**config.mk**
```make
export PLATFORM = sky130hd
export DESIGN_NAME = branch_predictor_bht
export DESIGN_NICKNAME = d
export VERILOG_FILES = /design/src/rtl/branch_predictor_bht.sv
export SDC_FILE = /design/constraint.sdc
export NUM_CORES = 2
export LEC_CHECK = 0
export CAP_MARGIN = 20
export CORE_ASPECT_RATIO = 2
export CORE_MARGIN = 10
export CORE_UTILIZATION = 55
export CTS_BUF_LIST = sky130_fd_sc_hd__clkbuf_16
export CTS_CLUSTER_SIZE = 28
export DETAILED_ROUTE_END_ITERATION = 8
export PLACE_DENSITY = 0.71
export SLEW_MARGIN = 20
export SYNTH_ARGS = -nofsm -noshare
export SYNTH_HDL_FRONTEND = slang
export SYNTH_SLANG_ARGS = --single-unit
export TNS_END_PERCENT = 50
```
**constraint.sdc**
```tcl
create_clock -name clk -period 7.36 [get_ports clk]
set_input_delay 1.104 -clock clk [delete_from_list [all_inputs] [get_ports clk]]
set_output_delay 1.104 -clock clk [all_outputs]
set_load 0.02 [all_outputs]
```
**src/rtl/branch_predictor_bht.sv**
```systemverilog
// Direct-mapped branch history table with target buffer for the IF stage.
// Combinational lookup on the fetch PC; EX resolution trains the table on the clock edge.
module branch_predictor_bht #(
  parameter int         IDX_W    = 6,
  parameter int         TAG_W    = 24,
  parameter logic [1:0] CNT_INIT = 2'b10
) (
  input  logic        clk,
  input  logic        rst,
  input  logic [31:0] if_pc,
  output logic        pred_taken,
  output logic [31:0] pred_target,
  input  logic        upd_valid,
  input  logic [31:0] upd_pc,
  input  logic        upd_taken,
  input  logic [31:0] upd_target,
  input  logic        upd_pred_taken,
  input  logic        flush,
  output logic [31:0] stat_branches,
  output logic [31:0] stat_mispredict
);

  localparam int ENTRIES = 1 << IDX_W;

  logic [ENTRIES-1:0] r_valid;
  logic [TAG_W-1:0]   r_tag    [ENTRIES];
  logic [1:0]         r_cnt    [ENTRIES];
  logic [31:0]        r_target [ENTRIES];
  logic [31:0]        r_stat_branches;
  logic [31:0]        r_stat_mispredict;

  logic [IDX_W-1:0]   w_if_idx;
  logic [TAG_W-1:0]   w_if_tag;
  logic               w_if_hit;
  logic [IDX_W-1:0]   w_upd_idx;
  logic [TAG_W-1:0]   w_upd_tag;
  logic               w_upd_hit;
  logic [1:0]         w_upd_cnt;
  logic [1:0]         w_cnt_nxt;
  logic               w_mispredict;

  assign w_if_idx  = if_pc[IDX_W+1:2];
  assign w_if_tag  = if_pc[31:IDX_W+2];
  assign w_upd_idx = upd_pc[IDX_W+1:2];
  assign w_upd_tag = upd_pc[31:IDX_W+2];

  // Lookup reads registered contents only, so a same-cycle update is not visible yet.
  assign w_if_hit    = r_valid[w_if_idx] & (r_tag[w_if_idx] == w_if_tag);
  assign pred_taken  = w_if_hit & r_cnt[w_if_idx][1];
  assign pred_target = pred_taken ? r_target[w_if_idx] : 32'h0;

  assign w_upd_hit    = r_valid[w_upd_idx] & (r_tag[w_upd_idx] == w_upd_tag);
  assign w_upd_cnt    = r_cnt[w_upd_idx];
  assign w_mispredict = upd_pred_taken ^ upd_taken;

  always_comb begin
    w_cnt_nxt = w_upd_cnt;
    if (upd_taken) begin
      if (w_upd_cnt != 2'b11) w_cnt_nxt = w_upd_cnt + 2'd1;
    end else begin
      if (w_upd_cnt != 2'b00) w_cnt_nxt = w_upd_cnt - 2'd1;
    end
  end

  always_ff @(posedge clk) begin
    if (rst) begin
      r_valid           <= '0;
      r_stat_branches   <= '0;
      r_stat_mispredict <= '0;
      for (int i = 0; i < ENTRIES; i++) r_cnt[i] <= 2'b00;
    end else begin
      if (upd_valid) begin
        r_stat_branches <= r_stat_branches + 32'd1;
        if (w_mispredict) r_stat_mispredict <= r_stat_mispredict + 32'd1;
      end
      // Flush wins over the table write, but the branch was still resolved and counted above.
      if (flush) begin
        r_valid <= '0;
      end else if (upd_valid) begin
        if (w_upd_hit) begin
          r_cnt[w_upd_idx] <= w_cnt_nxt;
          if (upd_taken) r_target[w_upd_idx] <= upd_target;
        end else if (upd_taken) begin
          r_valid[w_upd_idx]  <= 1'b1;
          r_tag[w_upd_idx]    <= w_upd_tag;
          r_cnt[w_upd_idx]    <= CNT_INIT;
          r_target[w_upd_idx] <= upd_target;
        end
      end
    end
  end

  assign stat_branches   = r_stat_branches;
  assign stat_mispredict = r_stat_mispredict;

endmodule

```
Figure 1. Congestion heat map.
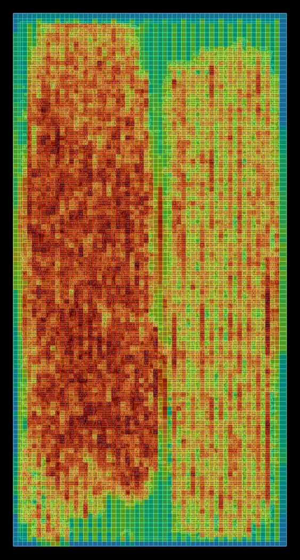
met2 usage: 56.6%
Total GRT Usage: 33.1%
routed length per placed instance: 42.2 um
met3 usage: 7.37%
grt peak-use layer: met2

Figure 2. Power grid.
The bar under the picture is 100 um long. Pins as bars on the die edge.
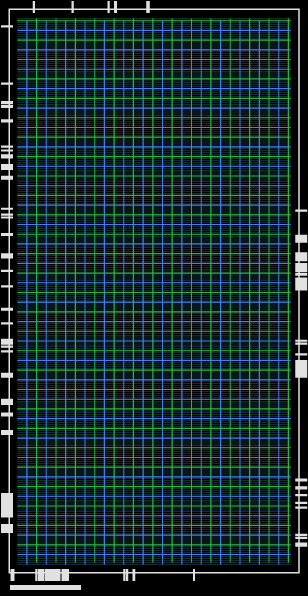
VSS -> blue
VDD -> green
rows = 281
met4 straps = 28
met1 rails = 282
worst vdd ir: 200 uV
DIE WIDTH: 404 um
die height: 787 um
core footprint: 0.293 mm^2

==> results.cfg <==
; physical design summary
[outcome]
outcome = finished, final reports clean

[layout]
seqCellArea_mm2 = 0.114
nets = 8644

[synth]
ys.flop_type = edfxtp_1
syn_area_mm2 = 0.162
yosysWarnings = 0
simple_gate_share_pct = 2.79
largest_area_cell = edfxtp_1
ys_cells = 8051
ys_sh_adder_pct = 0.0216

[setup_path]
cpPeakStageDelay_ns = 0.60
cp.arrival_ns = 6.04
crit_path_end_kind = output port
rrSetupSlack_ns = 2.03

[timing]
final-hold-violation-count = 0
worst_slew_pin_slew_ns = 1.23
fin_skew_ns = 0.0673

[placed_design]
port_buffers = 194

[clock_tree]
tritoncts = yes
clockBufferDepth = 4

[drt]
drt-pass1-iter-count = 7

[global_route]
grt_pass1_wl_um = 738000
grt_pass1_vias = 94624
grt_overflow = 0

[flow_run]
warning_count = 37

[power_and_ir_drop]
p_leak_nw = 57.9
Figure 3. Cell density map.
The bar under the picture is 100 um long. 20 x 39 tiles, from black (low) to pale yellow (high), 0 to 100% covered.
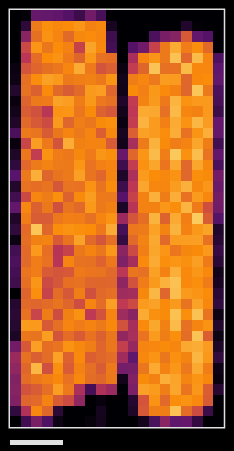
nearly empty tiles = 6.8%
tiles over 75% full = 23%
mean over tiles = 56%
fullest tile = 89%
FP Util: 55.3%
utilization after layout: 63.0%

-- final cells by class --
type | instances | area share, %
Timing Repair Buffer | 803 | 4.82
Sequential cell | 3840 | 61.8
Clock buffer | 341 | 4.62
Tap cell | 3820 | 2.59
Multi-Input combinational cell | 3561 | 25.0
Antenna cell | 40 | 0.0542
Inverter | 5 | 0.0129
Clock inverter | 253 | 1.12
-- what timing repair did --
action	CTS	global route
endpoints found under the setup margin	14	21
resized	2	5
gates cloned	0	2
-- registers in the layout (all words and copies together) (netlist names) --
signal	cells
r_target	2048
r_tag	1536
r_cnt	128
r_valid	64
stat_branches	32
stat_mispredict	32
-- per-layer routing --
layer | GRT usage (%) | vias up | share of wire (%)
met3 | 7.37 | 2075 | 10
met2 | 56.6 | 7089 | 51
met5 | 0 | - | 0.021
li1 | - | 35561 | -
met1 | 36.7 | 48611 | 30
met4 | 23.0 | 16 | 8.8
-- path summary, 6_finish.rpt --
path | cells after the start | from | to
max | 14 | if_pc[2] | pred_target[2]
min | 1 | r_valid[26] | r_valid[26]
max reg2reg | 16 | r_tag[56][9] | r_tag[17][5]
min reg2reg | 1 | r_valid[26] | r_valid[26]
-- cell usage in the layout, fill, tap and decap left out, types with 31 or more instances in the layout --
cell	n
a21o_1	39
a21oi_1	133
a221o_1	55
a221oi_1	147
a22o_1	31
a22oi_1	111
a32o_1	62
buf_12	203
buf_2	47
buf_4	422
clkbuf_16	343
clkdlybuf4s50_1	118
clkinv_1	67
clkinv_2	49
dfxtp_1	128
diode_2	40
edfxtp_1	3712
inv_1	65
mux2_2	78
mux2i_1	248
mux4_2	1299
nand2_1	159
nand3_1	73
nand3b_1	32
nor2_1	117
nor2_4	68
nor3_1	96
nor3_2	67
nor4_1	81
o21ai_0	104
o22ai_1	102
xor2_1	68
-- through the flow --
step	TNS (ns)	total power, mW	cells	hold slack [ns]
floorplan	0	26.2	8051	0.443
global placement	-13.97	27.5	12024	0.465
detailed placement	-0.759	27.6	12024	0.484
CTS	0	44.7	12618	0.499
global route	0	45.7	12646	0.510
finish	0	44.7	12663	0.497
-- cell usage after synthesis, types with 23 or more instances --
library cell and number:
nand3b_1 32, a21oi_1 134, o22ai_1 102, a221oi_1 147, a21o_1 39, nor4_1 82
a211oi_1 25, nand3_1 75, mux2_2 78, buf_4 24, dfxtp_1 128, buf_2 137
edfxtp_1 3712, o21bai_1 25, a22o_1 31, nor2_1 184, mux4_2 1299, nand2_1 168
buf_1 126, nand4_1 27, nor3_1 162, mux2i_1 248, a32o_1 62, clkbuf_1 348
a22oi_1 111, and3_1 23, a221o_1 55, nor4b_1 28, xnor2_1 32, xor2_1 69
o21ai_0 105
-- power breakdown --
part | internal, mW | total (mW) | switching, mW
sequential | 24.0 | 24.0 | 0.0282
combinational | 1.23 | 3.23 | 2.01
clock | 9.44 | 17.5 | 8.02
-- worst register-to-register path: cells and delay by family (launching register included) --
family / cells / cell delay (ns)
xor gates and xnor gates: 1 / 0.17
AOI/OAI and AO/OA: 3 / 1.19
and+or+nand+nor: 7 / 1.85
DFF: 1 / 0.38
buffers and inverters: 5 / 1.37
Power figures rest on the tool's default switching activity, not on a simulated workload.
